===== config.mk =====
export PLATFORM = sky130hd
export DESIGN_NAME = uart_imem_loader
export DESIGN_NICKNAME = d
export VERILOG_FILES = /design/src/rtl/uart_loader_pkg.sv /design/src/rtl/uart_rx_byte.sv /design/src/rtl/uart_imem_loader.sv
export SDC_FILE = /design/constraint.sdc
export NUM_CORES = 1
export LEC_CHECK = 0
export ABC_AREA = 1
export CAP_MARGIN = 25
export CORE_UTILIZATION = 55
export DETAILED_ROUTE_END_ITERATION = 8
export GPL_ROUTABILITY_DRIVEN = 1
export HOLD_SLACK_MARGIN = 0.03
export PLACE_DENSITY = 0.76
export SETUP_SLACK_MARGIN = 0.4
export SYNTH_ARGS = -nofsm -noshare
export SYNTH_HDL_FRONTEND = slang
export SYNTH_SLANG_ARGS = --single-unit

===== constraint.sdc =====
create_clock -name clk -period 1.8 [get_ports clk]
set_input_delay 0.36 -clock clk [delete_from_list [all_inputs] [get_ports clk]]
set_output_delay 0.36 -clock clk [all_outputs]
set_load 0.05 [all_outputs]

===== src/rtl/uart_loader_pkg.sv =====
// Shared types and bit-timing defaults for the UART imem loader.
// CHK state only exists when UART_LOADER_CHKSUM_EN is defined.
package uart_loader_pkg;

   typedef enum logic [2:0] {
      IDLE,
      WAIT_LEN_LO,
      WAIT_LEN_HI,
      DATA,
`ifdef UART_LOADER_CHKSUM_EN
      CHK,
`endif
      FINISH
   } loader_state_t;

   typedef enum logic [1:0] {
      RX_IDLE,
      RX_START,
      RX_DATA,
      RX_STOP
   } rx_state_t;

   localparam int unsigned CLK_FREQ_DEF = 100_000_000;
   localparam int unsigned BAUD_DEF     = 115_200;
   localparam int unsigned CLKS_PER_BIT = CLK_FREQ_DEF / BAUD_DEF;
   localparam int unsigned HALF_BIT     = CLKS_PER_BIT / 2;

   function automatic int unsigned clks_per_bit(
      input int unsigned f,
      input int unsigned b
   );
      return f / b;
   endfunction

endpackage


===== src/rtl/uart_rx_byte.sv =====
// 8N1 byte receiver: 2-flop synchronizer, half-bit start check,
// mid-bit sampling, one-cycle byte_valid / frame_err pulses.
module uart_rx_byte
   import uart_loader_pkg::*;
#(
   parameter int unsigned CPB = CLKS_PER_BIT
)(
   input  logic       clk,
   input  logic       Rst,
   input  logic       rx,
   output logic [7:0] byte_data,
   output logic       byte_valid,
   output logic       frame_err
);

   localparam int unsigned TW = $clog2(CPB) + 1;
   localparam logic [TW-1:0] T_FULL = TW'(CPB - 1);
   localparam logic [TW-1:0] T_HALF = TW'(CPB / 2 - 1);

   logic rx_s1, rx_s2, rx_d;
   rx_state_t st, st_n;
   logic [TW-1:0] tmr, tmr_n;
   logic [2:0] bcnt, bcnt_n;
   logic [7:0] sh, sh_n;
   logic vld_n, ferr_n;

   assign byte_data = sh;

   always_ff @(posedge clk) begin
      if (Rst) begin
         rx_s1      <= 1'b1;
         rx_s2      <= 1'b1;
         rx_d       <= 1'b1;
         st         <= RX_IDLE;
         tmr        <= '0;
         bcnt       <= '0;
         sh         <= '0;
         byte_valid <= 1'b0;
         frame_err  <= 1'b0;
      end else begin
         rx_s1      <= rx;
         rx_s2      <= rx_s1;
         rx_d       <= rx_s2;
         st         <= st_n;
         tmr        <= tmr_n;
         bcnt       <= bcnt_n;
         sh         <= sh_n;
         byte_valid <= vld_n;
         frame_err  <= ferr_n;
      end
   end

   always_comb begin
      st_n   = st;
      tmr_n  = tmr;
      bcnt_n = bcnt;
      sh_n   = sh;
      vld_n  = 1'b0;
      ferr_n = 1'b0;
      unique case (st)
         RX_IDLE: begin
            if (rx_d && !rx_s2) begin
               st_n  = RX_START;
               tmr_n = T_HALF;
            end
         end
         RX_START: begin
            if (tmr == '0) begin
               // a glitch that is gone by mid-bit is not a start bit
               if (!rx_s2) begin
                  st_n   = RX_DATA;
                  tmr_n  = T_FULL;
                  bcnt_n = '0;
               end else begin
                  st_n = RX_IDLE;
               end
            end else begin
               tmr_n = tmr - 1'b1;
            end
         end
         RX_DATA: begin
            if (tmr == '0) begin
               sh_n   = {rx_s2, sh[7:1]};
               tmr_n  = T_FULL;
               bcnt_n = bcnt + 3'd1;
               if (bcnt == 3'd7) st_n = RX_STOP;
            end else begin
               tmr_n = tmr - 1'b1;
            end
         end
         RX_STOP: begin
            if (tmr == '0) begin
               vld_n  = rx_s2;
               ferr_n = !rx_s2;
               st_n   = RX_IDLE;
            end else begin
               tmr_n = tmr - 1'b1;
            end
         end
         default: st_n = RX_IDLE;
      endcase
   end

endmodule


===== src/rtl/uart_imem_loader.sv =====
// Serial program loader: length-prefixed byte stream to imem writes.
// Define UART_LOADER_CHKSUM_EN for the trailing XOR checksum byte.
module uart_imem_loader
   import uart_loader_pkg::*;
#(
   parameter int unsigned CLK_FREQ = 100_000_000,
   parameter int unsigned BAUD     = 115_200,
   parameter int unsigned IMEM_AW  = 12
)(
   input  logic               clk,
   input  logic               Rst,
   input  logic               rx,
   input  logic               prog,
   output logic [31:0]        uart_dout,
   output logic [IMEM_AW-1:0] uart_addr,
   output logic               uart_we,
   output logic               memcon_prog_ena,
   output logic               load_done,
   output logic               load_err
);

   localparam int unsigned CPB = clks_per_bit(CLK_FREQ, BAUD);
   localparam logic [16:0] DEPTH = 17'd1 << IMEM_AW;

   loader_state_t state, state_n;
   logic [7:0]  bdata;
   logic        bvalid, ferr;
   logic        prog_d, prog_rise;
   logic [7:0]  len_lo;
   logic [15:0] nwords, n_hi;
   logic [1:0]  bidx;
   logic [16:0] wcnt;
   logic [31:0] word;
   logic [7:0]  chk;
   logic        word_done, last_q, wlast;
   logic        clr, restart, set_err, set_done;
   logic        take_lo, take_hi, take_dat;

   uart_rx_byte #(
      .CPB (CPB)
   ) u_rx (
      .clk        (clk),
      .Rst        (Rst),
      .rx         (rx),
      .byte_data  (bdata),
      .byte_valid (bvalid),
      .frame_err  (ferr)
   );

   assign prog_rise = prog && !prog_d;
   assign n_hi      = {bdata, len_lo};
   assign wlast     = (wcnt + 17'd1) == {1'b0, nwords};
   assign memcon_prog_ena = (state != IDLE) && (state != FINISH);

   always_ff @(posedge clk) begin
      if (Rst) state <= IDLE;
      else     state <= state_n;
   end

   always_comb begin
      state_n  = state;
      clr      = 1'b0;
      restart  = 1'b0;
      set_err  = 1'b0;
      take_lo  = 1'b0;
      take_hi  = 1'b0;
      take_dat = 1'b0;
      if (!prog) begin
         state_n = IDLE;
      end else begin
         unique case (state)
            IDLE: begin
               if (prog_rise) begin
                  state_n = WAIT_LEN_LO;
                  clr     = 1'b1;
               end
            end
            WAIT_LEN_LO: begin
               if (ferr) begin
                  set_err = 1'b1;
                  restart = 1'b1;
               end else if (bvalid) begin
                  take_lo = 1'b1;
                  state_n = WAIT_LEN_HI;
               end
            end
            WAIT_LEN_HI: begin
               if (ferr) begin
                  set_err = 1'b1;
                  restart = 1'b1;
                  state_n = WAIT_LEN_LO;
               end else if (bvalid) begin
                  take_hi = 1'b1;
                  if ({1'b0, n_hi} > DEPTH) set_err = 1'b1;
                  if (n_hi != 16'd0) state_n = DATA;
`ifdef UART_LOADER_CHKSUM_EN
                  else state_n = CHK;
`else
                  else state_n = FINISH;
`endif
               end
            end
            DATA: begin
               // leave only after the last strobe has been issued
               if (word_done && last_q) begin
`ifdef UART_LOADER_CHKSUM_EN
                  state_n = CHK;
`else
                  state_n = FINISH;
`endif
               end else if (ferr) begin
                  set_err = 1'b1;
                  restart = 1'b1;
                  state_n = WAIT_LEN_LO;
               end else if (bvalid) begin
                  take_dat = 1'b1;
               end
            end
`ifdef UART_LOADER_CHKSUM_EN
            CHK: begin
               if (ferr) begin
                  set_err = 1'b1;
                  restart = 1'b1;
                  state_n = WAIT_LEN_LO;
               end else if (bvalid) begin
                  if (bdata != chk) set_err = 1'b1;
                  state_n = FINISH;
               end
            end
`endif
            FINISH:  state_n = IDLE;
            default: state_n = IDLE;
         endcase
      end
      set_done = (state_n == FINISH) && (state != FINISH)
               && !load_err && !set_err;
   end

   always_ff @(posedge clk) begin
      if (Rst) begin
         prog_d    <= 1'b0;
         uart_dout <= '0;
         uart_addr <= '0;
         uart_we   <= 1'b0;
         load_done <= 1'b0;
         load_err  <= 1'b0;
         len_lo    <= '0;
         nwords    <= '0;
         bidx      <= '0;
         wcnt      <= '0;
         word      <= '0;
         chk       <= '0;
         word_done <= 1'b0;
         last_q    <= 1'b0;
      end else begin
         prog_d    <= prog;
         uart_we   <= 1'b0;
         word_done <= 1'b0;
         if (uart_we && (uart_addr != '1))
            uart_addr <= uart_addr + IMEM_AW'(1);
         if (clr) begin
            load_done <= 1'b0;
            load_err  <= 1'b0;
            last_q    <= 1'b0;
         end
         if (clr || restart) begin
            uart_addr <= '0;
            bidx      <= '0;
            wcnt      <= '0;
            chk       <= '0;
         end
         if (set_err)  load_err  <= 1'b1;
         if (set_done) load_done <= 1'b1;
         if (take_lo)  len_lo    <= bdata;
         if (take_hi)  nwords    <= n_hi;
         if (take_dat) begin
            word <= {bdata, word[31:8]};
            chk  <= chk ^ bdata;
            bidx <= bidx + 2'd1;
            if (bidx == 2'd3) begin
               word_done <= 1'b1;
               uart_we   <= (wcnt < DEPTH);
               uart_dout <= {bdata, word[31:8]};
               last_q    <= wlast;
               wcnt      <= wcnt + 17'd1;
            end
         end
      end
   end

endmodule


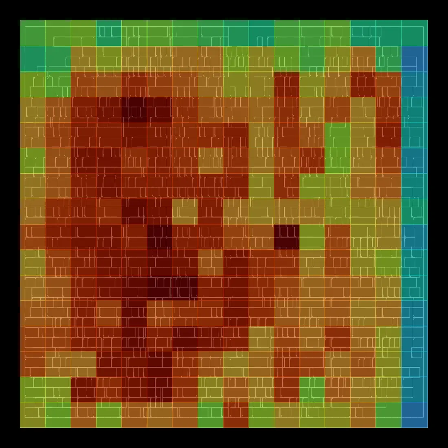
*Congestion heat map*
global route hottest layer: met2
GR Util met1: 37.9%
gr usage total: 31.9%
DR WL/cell: 20.3 µm

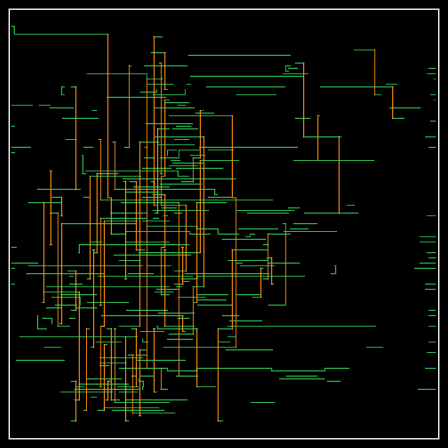
*Signal wires by layer*
Only two layers are drawn.
legend:
  orange:
    layer: M4
    wire_length: 1,360 µm
  green:
    layer: M3
    wire_length: 2,050 µm
Detailed Route WL: 24.0 mm
via count of the routed design: 7,196

==> impl_metrics.py <==
# Physical implementation metrics
metrics = {
    "outcome": {
        "status": "finished with violations",
        "violations": "setup timing",
    },
    "setup_path": {
        "worstPathCellList": "buf_4, ha_4, inv_1, nor2_1, nor2_1, nand4_1, o21ai_1, a21oi_1",
        "cp_max_fo": 7,
        "rrSetupSlack_ns": -0.02,
        "worst-r2r-cell-count": 8,
    },
    "power": {
        "ir_drop_mv": 1.35,
    },
    "final_timing": {
        "setup_ws_ns": -0.0223,
        "setup_viol": 2,
    },
    "logic_synthesis": {
        "yosysChipArea_um2": 6490,
        "synth-async-reset-ratio_pct": 0,
        "post_synth_instance_area_um2": 6490,
        "aoi_share_pct": 18.2,
        "synth-cells-yosys": 874,
        "post-synth-top-area-cell": "dfxtp_1",
        "syn_nets": 888,
        "synthTopCellsByCount": "nand2_1 (157), dfxtp_1 (149), inv_1 (114)",
        "synth_xor_xnor_area_share_pct": 2.72,
    },
    "cts": {
        "cts_resized": 173,
    },
    "place": {
        "place_inst": 1072,
    },
}
==> flip-flops by register name (all words and copies together), names as in the netlist, 8 cells and up, named ones only <==
register,count
uart_addr,12
u_rx.tmr,11
u_rx.byte_data,8
len_lo,8
word,24
wcnt,17
nwords,16
uart_dout,32
==> how the worst max path moves through the flow <==
stage | to | from | cells past startpoint
after floorplan | uart_addr[5] | uart_addr[1] | 9
after global placement | uart_addr[4] | prog | 10
after detailed placement | uart_addr[4] | prog | 10
after CTS | last_q | wcnt[0] | 11
after global routing | last_q | wcnt[2] | 10
final | register | register | 8
==> power breakdown <==
part | leakage (nW) | internal, mW | switching (mW) | total, mW
registers | 1.22 | 3.42 | 0.171 | 3.59
clock network | 0.291 | 2.12 | 1.54 | 3.65
logic | 2.35 | 1.43 | 2.07 | 3.50
==> area by class of cell <==
class,count,area [µm²],area share (%)
flip-flops and latches,149,3060,31.7
repair inverters,1,6.26,0.0647
clock inverters,14,161,1.67
well taps,143,179,1.85
multi-input cells,580,3840,39.7
repair buffers,155,1490,15.4
clock buffers,18,439,4.54
inverters,119,495,5.12
==> per-layer routing <==
layer | GRT usage [%] | part of all wire (%) | vias to the layer above
li1 | - | - | 3180
met1 | 37.9 | 37 | 3416
met2 | 55.8 | 49 | 459
met3 | 6.07 | 8.5 | 141
met4 | 14.1 | 5.7 | 0
met5 | 0 | 0 | -
==> per-stage QoR <==
step / setup WS (ns) / util (%) / hold WS, ns
6_report: -0.0223 / 84.4 / 0.432
5_1_grt: -0.120 / 84.4 / 0.451
4_1_cts: 0.219 / 77.1 / 0.409
3_5_place_dp: -0.141 / 64.3 / 0.395
3_3_place_gp: -0.0774 / 64.3 / 0.390
2_1_floorplan: 0.295 / - / 0.389
Power and IR drop assume default switching activity.
